==> config.mk <==
export PLATFORM = sky130hd
export DESIGN_NAME = sop_decimator
export DESIGN_NICKNAME = d
export VERILOG_FILES = /design/src/rtl/sop_pkg.sv /design/src/rtl/sop_out_fifo.sv /design/src/rtl/sop_decimator.sv
export SDC_FILE = /design/constraint.sdc
export NUM_CORES = 1
export LEC_CHECK = 0
export CORE_MARGIN = 1
export CORE_UTILIZATION = 45
export CTS_CLUSTER_DIAMETER = 30
export CTS_CLUSTER_SIZE = 30
export DETAILED_ROUTE_END_ITERATION = 12
export GPL_ROUTABILITY_DRIVEN = 0
export PLACE_DENSITY = 0.72
export SYNTH_ARGS = -nofsm -noshare
export SYNTH_HDL_FRONTEND = slang
export SYNTH_SLANG_ARGS = --single-unit
==> constraint.sdc <==
create_clock -name clock -period 3.48 [get_ports clock]
set_clock_uncertainty 0.05 [all_clocks]
set_input_delay 0.696 -clock clock [delete_from_list [all_inputs] [get_ports clock]]
set_output_delay 0.696 -clock clock [all_outputs]
set_load 0.03 [all_outputs]
==> src/rtl/sop_pkg.sv <==
// Shared definitions for the sum-of-products decimator: default width,
// a constant-foldable clog2 and the output buffer occupancy encoding.
package sop_pkg;

  localparam int WIDTH_DEFAULT = 16;

  function automatic int clog2(input int value);
    int result;
    result = 0;
    for (int i = 0; i < 31; i++) begin
      if ((1 << result) < value) begin
        result = result + 1;
      end
    end
    return result;
  endfunction

  typedef enum logic [1:0] {
    EMPTY = 2'd0,
    ONE   = 2'd1,
    TWO   = 2'd2
  } occ_t;

endpackage

==> src/rtl/sop_out_fifo.sv <==
// Two-entry ready/valid output buffer. Head data and valid are registered;
// a push arriving while full with no pop is dropped and flagged on full_drop.
module sop_out_fifo
  import sop_pkg::*;
#(
  parameter int WIDTH = WIDTH_DEFAULT
) (
  input  logic             clock,
  input  logic             reset,
  input  logic             push,
  input  logic [WIDTH-1:0] push_data,
  input  logic             pop_ready,
  output logic [WIDTH-1:0] head_data,
  output logic             head_valid,
  output logic             full_drop
);

  occ_t             state;
  logic [WIDTH-1:0] head_q;
  logic [WIDTH-1:0] tail_q;
  logic             valid_q;
  logic             pop;

  assign pop        = valid_q && pop_ready;
  assign full_drop  = push && (state == TWO) && !pop;
  assign head_data  = head_q;
  assign head_valid = valid_q;

  always_ff @(posedge clock) begin
    if (reset) begin
      state   <= EMPTY;
      head_q  <= '0;
      tail_q  <= '0;
      valid_q <= 1'b0;
    end else begin
      unique case (state)
        EMPTY: begin
          if (push) begin
            head_q  <= push_data;
            valid_q <= 1'b1;
            state   <= ONE;
          end
        end
        ONE: begin
          if (push && pop) begin
            head_q <= push_data;
          end else if (push) begin
            tail_q <= push_data;
            state  <= TWO;
          end else if (pop) begin
            valid_q <= 1'b0;
            state   <= EMPTY;
          end
        end
        TWO: begin
          // The pop frees a slot this cycle, so a simultaneous push still fits.
          if (pop) begin
            head_q <= tail_q;
            if (push) begin
              tail_q <= push_data;
            end else begin
              state <= ONE;
            end
          end
        end
        default: begin
          state   <= EMPTY;
          valid_q <= 1'b0;
        end
      endcase
    end
  end

endmodule

==> src/rtl/sop_decimator.sv <==
// Accumulate-and-dump averager over DECIM valid samples, feeding a two-entry
// output buffer with sticky overflow and a saturating drop counter.
module sop_decimator
  import sop_pkg::*;
#(
  parameter int WIDTH = WIDTH_DEFAULT,
  parameter int DECIM = 4
) (
  input  logic                    clock,
  input  logic                    reset,
  input  logic signed [WIDTH-1:0] x,
  input  logic                    in_valid,
  output logic signed [WIDTH-1:0] out_data,
  output logic                    out_valid,
  input  logic                    out_ready,
  output logic                    overflow,
  output logic [7:0]              drop_count
);

  localparam int LOG2D = clog2(DECIM);
  localparam int AW    = WIDTH + LOG2D;

  logic signed [AW-1:0]    acc;
  logic signed [AW-1:0]    sum;
  logic [LOG2D-1:0]        cnt;
  logic                    last;
  logic [WIDTH-1:0]        result;
  logic [WIDTH-1:0]        head_data;
  logic                    full_drop;

  // Widening by LOG2D bits means DECIM full-scale samples cannot wrap.
  assign sum    = acc + {{LOG2D{x[WIDTH-1]}}, x};
  assign last   = in_valid && (cnt == LOG2D'(DECIM - 1));
  assign result = WIDTH'(sum >>> LOG2D);

  always_ff @(posedge clock) begin
    if (reset) begin
      acc <= '0;
      cnt <= '0;
    end else if (last) begin
      acc <= '0;
      cnt <= '0;
    end else if (in_valid) begin
      acc <= sum;
      cnt <= cnt + 1'b1;
    end
  end

  always_ff @(posedge clock) begin
    if (reset) begin
      overflow   <= 1'b0;
      drop_count <= '0;
    end else if (full_drop) begin
      overflow <= 1'b1;
      if (drop_count != 8'hFF) begin
        drop_count <= drop_count + 8'd1;
      end
    end
  end

  sop_out_fifo #(
    .WIDTH (WIDTH)
  ) u_out_fifo (
    .clock      (clock),
    .reset      (reset),
    .push       (last),
    .push_data  (result),
    .pop_ready  (out_ready),
    .head_data  (head_data),
    .head_valid (out_valid),
    .full_drop  (full_drop)
  );

  assign out_data = head_data;

endmodule

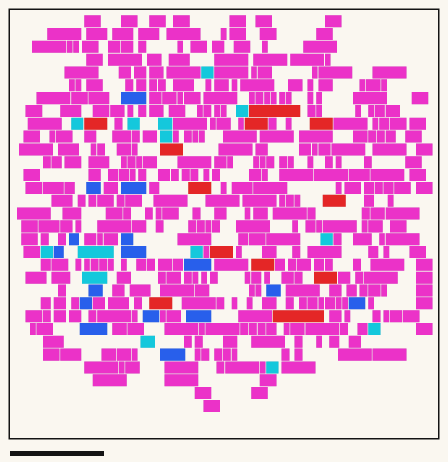
*Sizing map, run 1*
Scale bar: 20 microns.
_2 cells -> blue  # cells 16, share 3.5%, most used a221oi_2
_6 and larger -> red  # cells 12, share 2.6%, most used clkbuf_8
_0 and _1 cells -> magenta  # cells 418, share 91%, most used dfxtp_1
_3 and _4 cells -> cyan  # cells 14, share 3.0%, most used buf_4
area growth from synthesis to layout: 20.99%
Final Cell Area: 0.004290 sq mm
setup ws final: 0.4909 ns
bufs w/o clock: 53

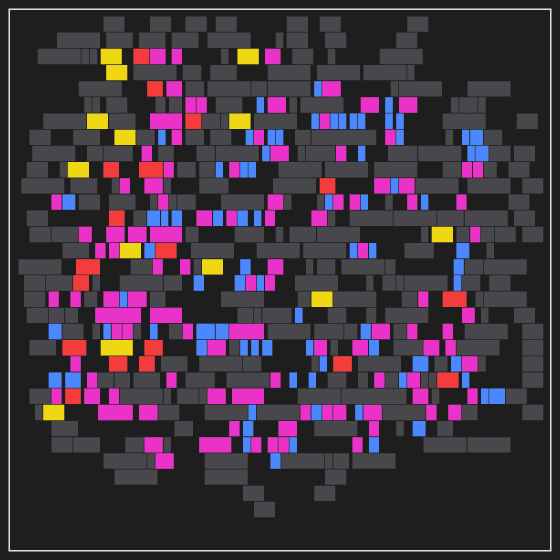
*Gate-type map, run 1*
multiplexers -> yellow  # cells 13, most used mux2i_1
inverting AOI/OAI gates -> magenta  # cells 102, most used a21oi_1
AND-OR and OR-AND gates -> red  # cells 18, most used a21o_1
NAND gates -> blue  # cells 79, most used nand2_1
combinational share of cell area: 49.37%
Top cell excl fill/tap: dfxtp_1
Post-Layout Cell Count: 562

==> results.py, run 1 <==
# Flow results
metrics = {
    "final_layout": {
        "largest_reg_flops": 18,
        "fill_cells": 709,
        "top_register": "acc",
        "insertedDiodeCount": 0,
        "seq_area_sq_mm": 0.001281,
        "final-comb-area_sq_mm": 0.002118,
        "drive_gt1_share_pct": 9.130,
    },
    "synth": {
        "aoi_share_pct": 24.45,
        "fp_nets": 456,
        "ys_sh_simple_pct": 20.25,
        "ff_type": "dfxtp_1",
        "ys_sh_xor_pct": 3.952,
        "yosysWarningCount": 0,
        "ys_async_sr_fraction_pct": 0,
        "synth_area_sq_mm": 0.003546,
        "adder_share_pct": 7.269,
        "synth.logic.top_family": "AND-OR/OR-AND gates",
        "ys_seq_share_pct": 36.13,
        "ys_types": 61,
    },
    "power": {
        "p_leak_nw": 1.682,
        "peakVddDrop_v": 0.0003144,
        "power_density_mw_per_mm2": 483.0,
    },
    "cts": {
        "cts_root_buf": "clkbuf_8",
        "clkLatencyLatePin_ns": 0.34,
        "numCtsBuffers": 9,
        "post_cts_buffers": 0,
        "cts_hold_buffers": 0,
        "cts_max_level": 3,
        "cts_tree": "yes",
        "cts-resized-gates": 0,
    },
    "min_path": {
        "hold_class": "reg -> reg",
    },
    "setup_path": {
        "critPathMaxFanout": 5,
        "slowest_delay_ns": 0.41,
        "cpMostUsedCell": "a221oi_2",
        "crit_path_end_kind": "flop",
        "cp_top_family": "AND-OR/OR-AND gates",
        "start_kind": "input pin",
        "cp_slowest_cell": "fa_1",
        "required_ns": 3.68,
        "path_buffers": 2,
    },
    "placed_design": {
        "hpwl_microns": 5909,
        "pre_cts_slack_ns": 0.1636,
        "numPortBuffers": 45,
    },
    "timing": {
        "maxSlewViolCount": 0,
        "worst_pin_slew_ns": 0.7539,
        "finalClockPeriodUsage_pct": 85.89,
        "hold_violations": 0,
        "rsz0062_at_grt": "no",
        "max_freq_mhz": 334.6,
        "slew_headroom_pct": 49.74,
        "post-route-min-period_ns": 2.989,
    },
    "floorplanning": {
        "core_sq_mm": 0.007687,
        "fp_util_pct": 46.13,
        "die-area_sq_mm": 0.008239,
        "die_h_microns": 90.77,
        "std_cell_rows": 32,
    },
    "global_routing": {
        "grt_pass1_wl_microns": 13920,
        "grtUsageTotal_pct": 20.94,
        "grt_pass1_vias": 2966,
        "grt_max_degree": 47,
        "antenna_found_initial": 0,
    },
    "detailed_routing": {
        "drcViolationCount": 0,
        "dr_total_vias": 3216,
        "antenna_left": 0,
        "wl_per_cell_microns": 14.89,
        "drtIter0Drc": 180,
        "wl_microns": 8369,
    },
    "run": {
        "warning_count": 26,
        "maxCapViolations": 0,
    },
    "status": {
        "status": "finished, final reports clean",
    },
}
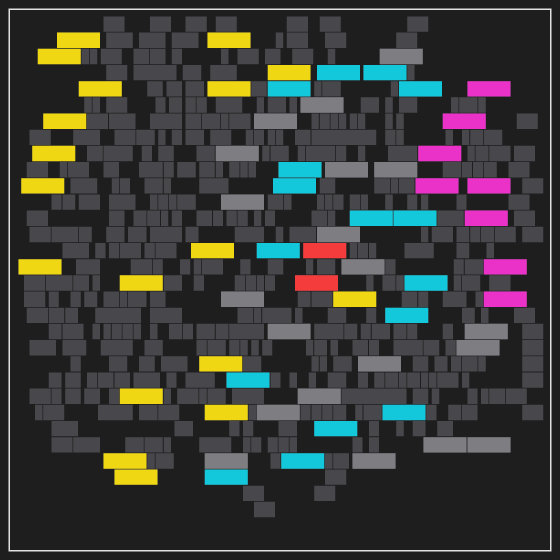
*Sequential cells colored by netlist name, run 1*
Other sequential cells in the stronger gray, the rest of the logic in the fainter gray.
`u_out_fifo.head_data` -> cyan  # flops 16
`acc` -> yellow  # flops 18
`drop_count` -> magenta  # flops 8
`cnt` -> red  # flops 2
not colored = 20

-- run 1: placed cells by master, fill, tap and decap left out, types with 3 or more instances in the layout --
cell type        netlist  layout
a211oi_1               9       9
a21o_1                 8       8
a21oi_1               35      35
a221oi_2               3       3
a311oi_1               5       5
a31oi_1                5       5
and2_1                 4       4
and3_1                 4       4
buf_4                  0       8
clkbuf_8               0      10
clkdlybuf4s50_1        0      45
dfxtp_1               64      64
ha_1                  19      19
inv_1                  6       6
mux2i_1               12      12
nand2_1               49      49
nand2b_1               5       5
nand3_1               17      17
nand3b_1               3       3
nand4_1                4       4
nor2_1                44      44
nor3_1                 5       5
o21ai_0               17      17
o21ai_1                4       4
o21bai_1               4       4
o32ai_1                5       5
or3_1                  4       4
xnor2_1                9       9
xor2_1                 7       7
-- run 1: layout make-up --
class                           count  area share, %
Clock buffer                       10          3.208
Multi-Input combinational cell    321          49.37
Clock inverter                      6          2.158
Inverter                            6         0.5249
Timing Repair Buffer               53          11.90
Sequential cell                    64          29.86
Tap cell                          102          2.975
-- run 1: metrics by stage --
step	util (%)	std cells	power, W	hold slack, ns	area (sq um)
global placement	52.82	546	0.001350	0.3926	4060
global route	55.81	562	0.002186	0.4283	4290
detailed placement	52.82	546	0.001359	0.3973	4060
CTS	55.81	562	0.002087	0.4074	4290
finish	55.81	562	0.002072	0.4062	4290
floorplan	-	416	0.001211	0.3859	3546
-- run 1: per-layer routing --
layer / track usage, % / share of wire (%) / vias up
met3: 5.051 / 6.3 / 6
met5: 0 / 0 / -
met1: 27.87 / 47 / 1496
met4: 5.952 / 0.86 / 0
met2: 33.65 / 46 / 117
li1: - / - / 1597
-- run 1: cell usage after synthesis (all sizes together) (6+ instances only) --
master,n,area (sq um)
a21o,8,60.06
nand3,17,85.08
xor2,7,61.31
a31oi,6,52.55
xnor2,9,78.83
a21oi,36,183.9
clkbuf,15,63.81
nor3,6,35.03
buf,9,50.04
dfxtp,64,1281
o21ai,21,105.1
ha,19,237.7
nand2,49,183.9
mux2i,12,120.1
nor2,44,165.2
and3,6,40.03
inv,6,22.52
a211oi,9,67.56
-- run 1: power breakdown --
part,leakage (nW),switching [W],internal (W)
logic,1.05,0.000320,0.000235
clock network,0.109,0.000294,0.000425
registers,0.520,0.0000267,0.000771
total,1.68,0.000641,0.00143
-- run 1: tightest hold or removal path, delay by kind of cell (launching register included) --
family,cells,cell delay (ns)
and+or+nand+nor,1,0.05
DFF,1,0.31
AOI/OAI and AO/OA,1,0.05
-- run 1: worst paths after layout --
check        depth (start not counted)                               endpoint                          startpoint  slack (ns)
min reg2reg                          2     u_out_fifo.tail_q[11]$_SDFFE_PP0P_  u_out_fifo.tail_q[11]$_SDFFE_PP0P_        0.41
max                                 10  u_out_fifo.head_data[14]$_SDFFE_PP0P_                                x[0]        0.49
min                                  2     u_out_fifo.tail_q[11]$_SDFFE_PP0P_  u_out_fifo.tail_q[11]$_SDFFE_PP0P_        0.41
max reg2reg                          9  u_out_fifo.head_data[14]$_SDFFE_PP0P_                 acc[0]$_SDFFE_PP0P_        0.96
### Clock distribution, run 1

Scale bar: 20 microns.
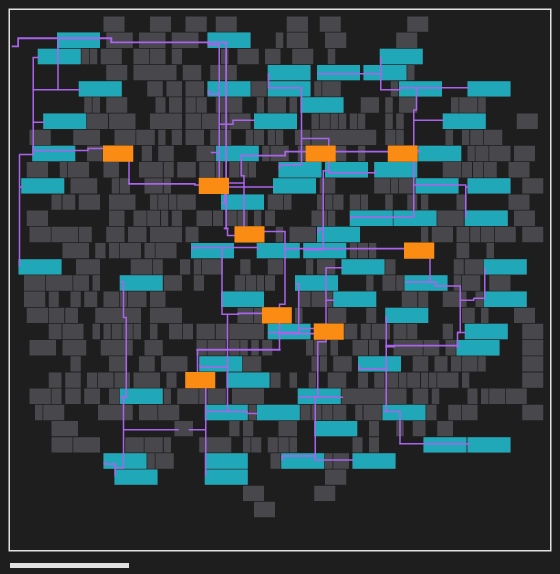

--- run 2 (diff from run 1) ---
--- a/config.mk
+++ b/config.mk
@@ -12,6 +12,7 @@
 export DETAILED_ROUTE_END_ITERATION = 12
 export GPL_ROUTABILITY_DRIVEN = 0
 export PLACE_DENSITY = 0.72
+export REMOVE_ABC_BUFFERS = 1
 export SYNTH_ARGS = -nofsm -noshare
 export SYNTH_HDL_FRONTEND = slang
 export SYNTH_SLANG_ARGS = --single-unit
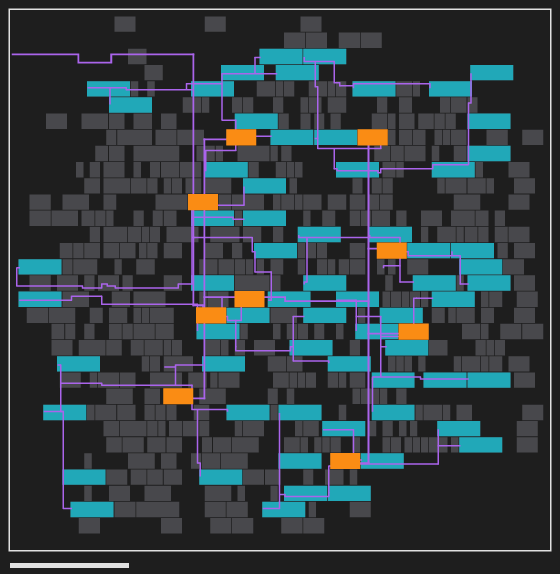
*Clock distribution, run 2*
Scale bar: 20 microns.
clock drivers -> orange  # count 9
clock wires -> purple  # length 857 microns
flip-flops -> cyan  # count 64
routed clock nets = 10
flops lie = widely spread

==> results.py, run 2 <==
# Flow results
metrics = {
    "floorplanning": {
        "core_sq_mm": 0.007687,
        "die_h_microns": 90.77,
        "std_cell_rows": 32,
        "fp_util_pct": 46.13,
    },
    "final_layout": {
        "mostFrequentLayoutCells": "64 x dfxtp_1, 49 x nand2_1, 45 x clkdlybuf4s50_1",
        "final_cell_area_sq_mm": 0.004220,
        "fin_cells": 559,
        "fill_cells": 703,
    },
    "synth": {
        "ys_types": 61,
        "topCellsByArea": "dfxtp_1 36%, ha_1 6.7%, nand2_1 5.2%",
        "ys_async_sr_fraction_pct": 0,
        "yosysWarningCount": 0,
        "top_area_share_pct": 36.13,
        "top_area_cell": "dfxtp_1",
        "synth_area_sq_mm": 0.003546,
        "top_cell": "dfxtp_1",
        "ys_seq_share_pct": 36.13,
    },
    "timing": {
        "worst_pin_slew_ns": 0.6973,
        "finalClockPeriodUsage_pct": 85.99,
        "max_freq_mhz": 334.2,
        "slew_headroom_pct": 53.51,
        "post-route-min-period_ns": 2.993,
    },
    "cts": {
        "cts_max_level": 3,
        "cts_root_buf": "clkbuf_8",
        "post_cts_buffers": 0,
    },
    "power": {
        "power_frac_seq_pct": 41.7,
        "peakVddDrop_v": 0.0002204,
        "power_density_mw_per_mm2": 452.6,
        "combPwrFrac_pct": 29.1,
        "p_leak_nw": 1.658,
        "clkPwrFrac_pct": 29.1,
        "p_sw_share_pct": 32.49,
        "p_sw_w": 0.0006205,
    },
    "run": {
        "warning_count": 25,
    },
    "global_routing": {
        "grt.met3_usage_pct": 3.451,
        "grt_pass1_wl_microns": 14150,
        "grt_pass1_vias": 2940,
        "grt.busiest_layer": "met2",
        "grt_max_degree": 47,
    },
    "setup_path": {
        "critPathMaxFanout": 5,
        "crit_path_end_kind": "flop",
    },
    "status": {
        "status": "finished, final reports clean",
    },
    "detailed_routing": {
        "wl_microns": 8431,
        "antenna_left": 0,
        "wl_per_cell_microns": 15.08,
    },
    "placed_design": {
        "hpwl_microns": 6081,
        "pre_cts_slack_ns": 0.1615,
        "place_area_sq_mm": 0.004060,
    },
    "min_path": {
        "hold_class": "reg -> reg",
    },
}
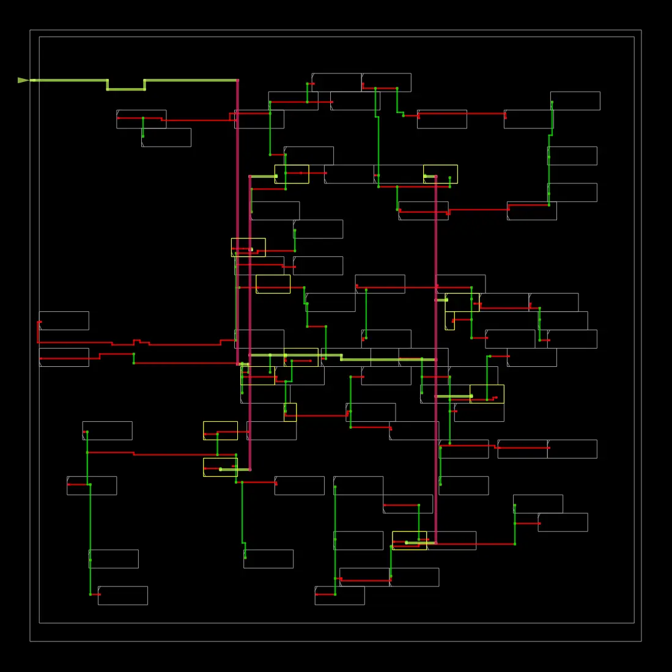
*Clock nets, run 2*
Clock group: 0.000557 W
number of sequential storage elements: 64

## run 2: cell counts after synthesis
Identical to the previous run, type by type.
## run 2: critical path, cell delays in order
cell and delay, ns:
clkdlybuf4s50_1 0.40, ha_1 0.23, fa_1 0.41, a21o_1 0.20, a221oi_2 0.22, buf_4 0.19
a2111oi_2 0.07, a211o_1 0.37, xnor2_1 0.17, a221oi_2 0.24
## run 2: layout make-up
| cell class | count | area, sq um | area share, % |
|---|---|---|---|
| Timing Repair Buffer | 53 | 510.5 | 12.10 |
| Multi-Input combinational cell | 321 | 2118 | 50.19 |
| Inverter | 6 | 22.52 | 0.5336 |
| Clock inverter | 1 | 5.005 | 0.1186 |
| Tap cell | 102 | 127.6 | 3.024 |
| Clock buffer | 12 | 155.1 | 3.676 |
| Sequential cell | 64 | 1281 | 30.36 |
## run 2: per-layer routing
metal	up-vias	part of all wire, %	routed length [microns]
met5	-	0	0
met4	0	1.7	140
met2	80	46	3867
li1	1595	-	-
met3	11	3.9	332
met1	1459	49	4090
## run 2: worst paths after layout
kind	cells after the start	slack, ns	end	from
hold reg to reg	2	0.40	u_out_fifo.tail_q[11]$_SDFFE_PP0P_	u_out_fifo.tail_q[11]$_SDFFE_PP0P_
setup / recovery	10	0.49	u_out_fifo.head_data[14]$_SDFFE_PP0P_	x[0]
setup reg to reg	9	0.95	u_out_fifo.head_data[14]$_SDFFE_PP0P_	acc[0]$_SDFFE_PP0P_
hold / removal	2	0.40	u_out_fifo.tail_q[11]$_SDFFE_PP0P_	u_out_fifo.tail_q[11]$_SDFFE_PP0P_
## run 2: cell families (layout without fill, tap and decap cells)
| kind of cell | count (synthesis) | after routing | synth area share, % |
|---|---|---|---|
| AND/OR/NAND/NOR | 152 | 152 | 20.25 |
| AND-OR/OR-AND | 120 | 120 | 24.45 |
| flip-flops | 64 | 64 | 36.13 |
| buffers and inverters | 31 | 72 | 4.128 |
| adder cells (fa/ha/maj) | 20 | 20 | 7.269 |
| XOR/XNOR | 16 | 16 | 3.952 |
| multiplexers | 13 | 13 | 3.811 |
## run 2: power by group through the flow
stage	logic, W	registers, W	clock network [W]
6_report	0.000556	0.000797	0.000557
4_1_cts	0.000550	0.000797	0.000566
3_3_place_gp	0.000534	0.000812	0
3_5_place_dp	0.000545	0.000813	0
5_1_grt	0.000612	0.000802	0.000600
2_1_floorplan	0.000374	0.000814	0
## run 2: stage by stage
| step | hold slack, ns | total power, W | utilization, % |
|---|---|---|---|
| after detailed placement | 0.3970 | 0.001358 | 52.82 |
| after global routing | 0.4275 | 0.002013 | 54.90 |
| after floorplan | 0.3805 | 0.001188 | - |
| after CTS | 0.4054 | 0.001913 | 54.90 |
| final | 0.4045 | 0.001910 | 54.90 |
| after global placement | 0.3921 | 0.001346 | 52.82 |
### Sequential cells colored by netlist name, run 2

Other sequential cells in the stronger gray, the rest of the logic in the fainter gray.
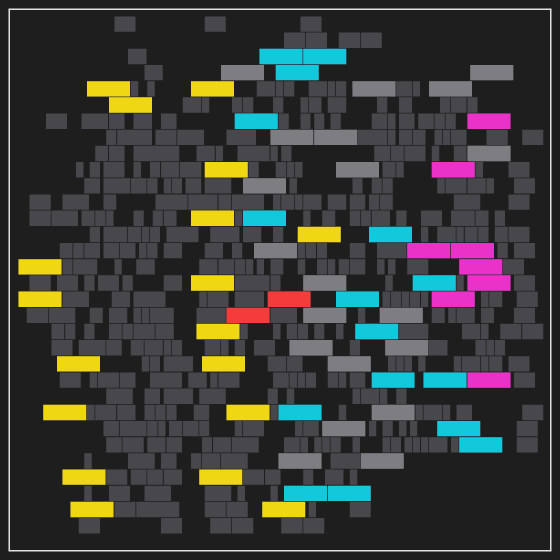

--- run 3 (diff from run 2) ---
--- a/config.mk
+++ b/config.mk
@@ -11,7 +11,9 @@
 export CTS_CLUSTER_SIZE = 30
 export DETAILED_ROUTE_END_ITERATION = 12
 export GPL_ROUTABILITY_DRIVEN = 0
+export GPL_TIMING_DRIVEN = 0
 export PLACE_DENSITY = 0.72
+export RECOVER_POWER = 50
 export REMOVE_ABC_BUFFERS = 1
 export SYNTH_ARGS = -nofsm -noshare
 export SYNTH_HDL_FRONTEND = slang
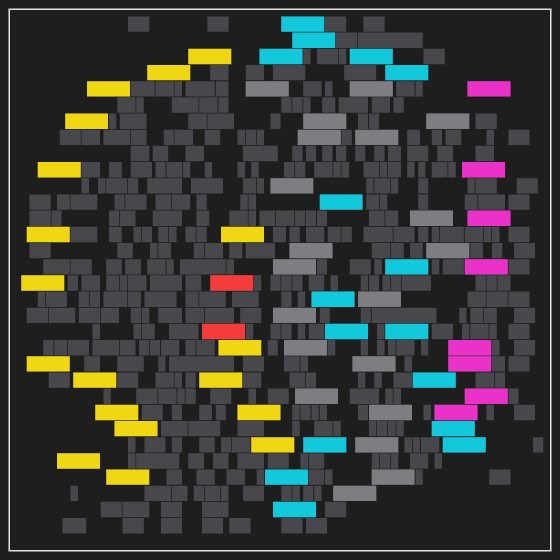
*Sequential cells colored by netlist name, run 3*
Other sequential cells in the stronger gray, the rest of the logic in the fainter gray.
`drop_count` -> magenta  # flops 8
`acc` -> yellow  # flops 18
`cnt` -> red  # flops 2
`u_out_fifo.head_data` -> cyan  # flops 16
register area: 0.001281 sq mm
Seq/total area: 30.15%
Final Util: 55.27%
seq pwr: 0.000794 W

==> results.py, run 3 <==
# Flow results
metrics = {
    "timing": {
        "rsz0062_at_grt": "no",
        "maxSlewViolCount": 0,
        "hold_violations": 0,
        "max_freq_mhz": 307.4,
        "slew_headroom_pct": 28.12,
        "final.setup.tns_ns": 0,
        "finalClockPeriodUsage_pct": 93.47,
        "worst_pin_slew_ns": 1.073,
        "setup_violations": 0,
        "post-route-min-period_ns": 3.253,
    },
    "synth": {
        "ff_type": "dfxtp_1",
        "ys_types": 61,
        "yosys-stat-area_sq_mm": 0.003546,
        "top_area_share_pct": 36.13,
        "ys_seq_elements": 64,
        "syn_inst": 416,
        "synth_area_sq_mm": 0.003546,
        "synthTopCellsByCount": "64 x dfxtp_1, 49 x nand2_1, 44 x nor2_1",
        "topCellsByArea": "dfxtp_1 36%, ha_1 6.7%, nand2_1 5.2%",
        "top_cell": "dfxtp_1",
        "synth.avg_cell_area_sq_um": 8.524,
        "top_area_cell": "dfxtp_1",
        "synth_stat.cells": 416,
        "yosysWarningCount": 0,
        "edf_count": 0,
        "ys_seq_share_pct": 36.13,
        "ys_async_sr_fraction_pct": 0,
    },
    "floorplanning": {
        "std_cell_rows": 32,
        "fp_util_pct": 46.13,
        "die-area_sq_mm": 0.008239,
        "die_h_microns": 90.77,
        "core_sq_mm": 0.007687,
        "ios": 46,
        "die_x_microns": 90.77,
    },
    "global_routing": {
        "grtUsageTotal_pct": 21.10,
        "grt_pass1_wl_microns": 14040,
        "gr-total-overflow": 0,
        "grt_max_degree": 48,
        "antenna_found_initial": 0,
        "grt_pass1_vias": 2933,
    },
    "cts": {
        "cts_tree": "yes",
        "clock-sinks": 64,
        "cts_hold_buffers": 0,
        "cts.clk_slew.worst_paths_ns": 0.08,
        "clkLatencyLatePin_ns": 0.35,
        "post_cts_buffers": 0,
        "clk_path_buf_depth": 2,
        "cts_max_level": 3,
        "cts_root_buf": "clkbuf_8",
        "numCtsBuffers": 9,
    },
    "placed_design": {
        "numPortBuffers": 45,
        "dp_cells": 538,
        "place_area_sq_mm": 0.003995,
        "hpwl_microns": 5794,
    },
    "detailed_routing": {
        "drtIter0Drc": 136,
        "drcViolationCount": 0,
        "dr_total_vias": 3151,
        "wl_per_cell_microns": 14.96,
        "wl_microns": 8289,
        "antenna_left": 0,
        "drt_pass1_iterations": 4,
        "via_per_inst": 5.688,
    },
    "setup_path": {
        "worst_ep_arrival_time_ns": 3.38,
        "path_class": "in -> reg",
        "crit_chain": "clkdlybuf4s50_1 > ha_1 > fa_1 > a21o_1 > a221oi_2 > a2111oi_0 > nor2_1 > xor2_1 > a221oi_1",
        "crit_path_end_kind": "flop",
        "cp_top_family": "AND-OR/OR-AND gates",
        "cp_slowest_cell": "a221oi_2",
        "required_ns": 3.61,
        "slowest_delay_ns": 0.49,
        "start_kind": "input pin",
        "critPathMaxFanout": 5,
        "path_buffers": 1,
    },
    "final_layout": {
        "top_register": "acc",
        "fin_nets": 487,
        "largest_reg_flops": 18,
        "mostFrequentLayoutCells": "64 x dfxtp_1, 49 x nand2_1, 44 x nor2_1",
        "drive_gt1_share_pct": 8.186,
        "final_common_cell": "dfxtp_1",
        "fin_cells": 554,
        "insertedDiodeCount": 0,
    },
    "power": {
        "power_density_mw_per_mm2": 503.6,
        "peakVddDrop_v": 0.0002319,
        "total_power_w": 0.002140,
        "p_leak_nw": 1.754,
    },
    "run": {
        "warning_count": 25,
        "maxCapViolations": 0,
    },
    "status": {
        "status": "finished, final reports clean",
    },
    "min_path": {
        "hold_class": "reg -> reg",
    },
}
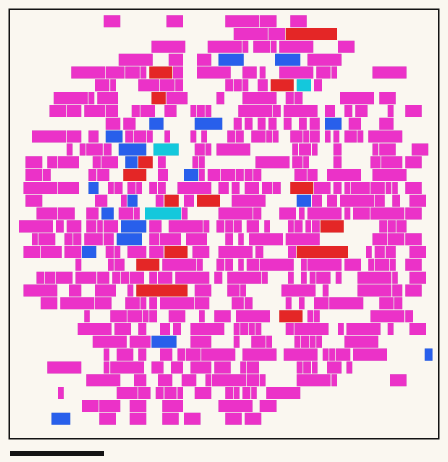
*Sizing map, run 3*
Scale bar: 20 microns.
Final Cell Area: 0.004249 sq mm
area growth from synthesis to layout: 19.83%
setup ws final: 0.2274 ns

-- run 3: cell counts after synthesis --
No cell type changed its count.
-- run 3: cells by family after synthesis --
logic type | after synthesis | share of synthesized area [%]
adders and majority gates | 20 | 7.269
DFF | 64 | 36.13
and+or+nand+nor | 152 | 20.25
AOI/OAI and AO/OA | 120 | 24.45
muxes | 13 | 3.811
buffers and inverters | 31 | 4.128
xor gates and xnor gates | 16 | 3.952
-- run 3: area by class of cell --
class / count / area, sq um
Multi-Input combinational cell: 321 / 2122
Clock buffer: 9 / 123.9
Clock inverter: 7 / 125.1
Sequential cell: 64 / 1281
Fill cell: 740 / 3438
Tap cell: 102 / 127.6
Timing Repair Buffer: 45 / 446.7
Inverter: 6 / 22.52
-- run 3: path summary, 6_finish.rpt --
check | start | to | slack [ns] | depth (start not counted)
setup / recovery | x[0] | u_out_fifo.head_data[10]$_SDFFE_PP0P_ | 0.23 | 9
setup reg to reg | acc[0]$_SDFFE_PP0P_ | u_out_fifo.head_data[10]$_SDFFE_PP0P_ | 0.67 | 8
hold reg to reg | u_out_fifo.head_data[6]$_SDFFE_PP0P_ | u_out_fifo.head_data[6]$_SDFFE_PP0P_ | 0.41 | 2
hold / removal | u_out_fifo.head_data[6]$_SDFFE_PP0P_ | u_out_fifo.head_data[6]$_SDFFE_PP0P_ | 0.41 | 2
-- run 3: report_power, final --
group	internal [W]	total [W]	leakage [nW]	switching, W
sequential	0.000771	0.000794	0.520	0.0000231
clock	0.000485	0.000814	0.125	0.000329
combinational	0.000213	0.000532	1.11	0.000319
-- run 3: timing repair --
action | 4_1_cts | 5_1_grt
resized | 3 | 0
setup endpoints to repair | 16 | 0
endpoints found under the hold margin | 0 | 0
-- run 3: worst reg2reg max path, cell delays in order, from the launching register on --
cell	delay, ns
dfxtp_1	0.32
ha_1	0.22
fa_1	0.42
a21o_1	0.20
a221oi_2	0.49
a2111oi_0	0.21
nor2_1	0.18
xor2_1	0.39
a221oi_1	0.15
-- run 3: per-layer routing --
layer,part of all wire [%],GRT usage [%],up-vias
met5,0,0,-
met4,1.3,7.143,0
met3,3.0,3.114,9
met2,48,34.34,54
met1,48,28.50,1510
li1,-,-,1578
-- run 3: stage by stage --
step	utilization (%)	setup WS (ns)	hold slack [ns]
6_report	55.27	0.2274	0.4053
4_1_cts	55.22	0.2571	0.4085
3_3_place_gp	52.03	-0.6872	0.3919
2_1_floorplan	-	0.6248	0.3805
3_5_place_dp	51.97	-0.7373	0.3965
5_1_grt	55.27	0.1028	0.4227
Power figures rest on the tool's default switching activity, not on a simulated workload.
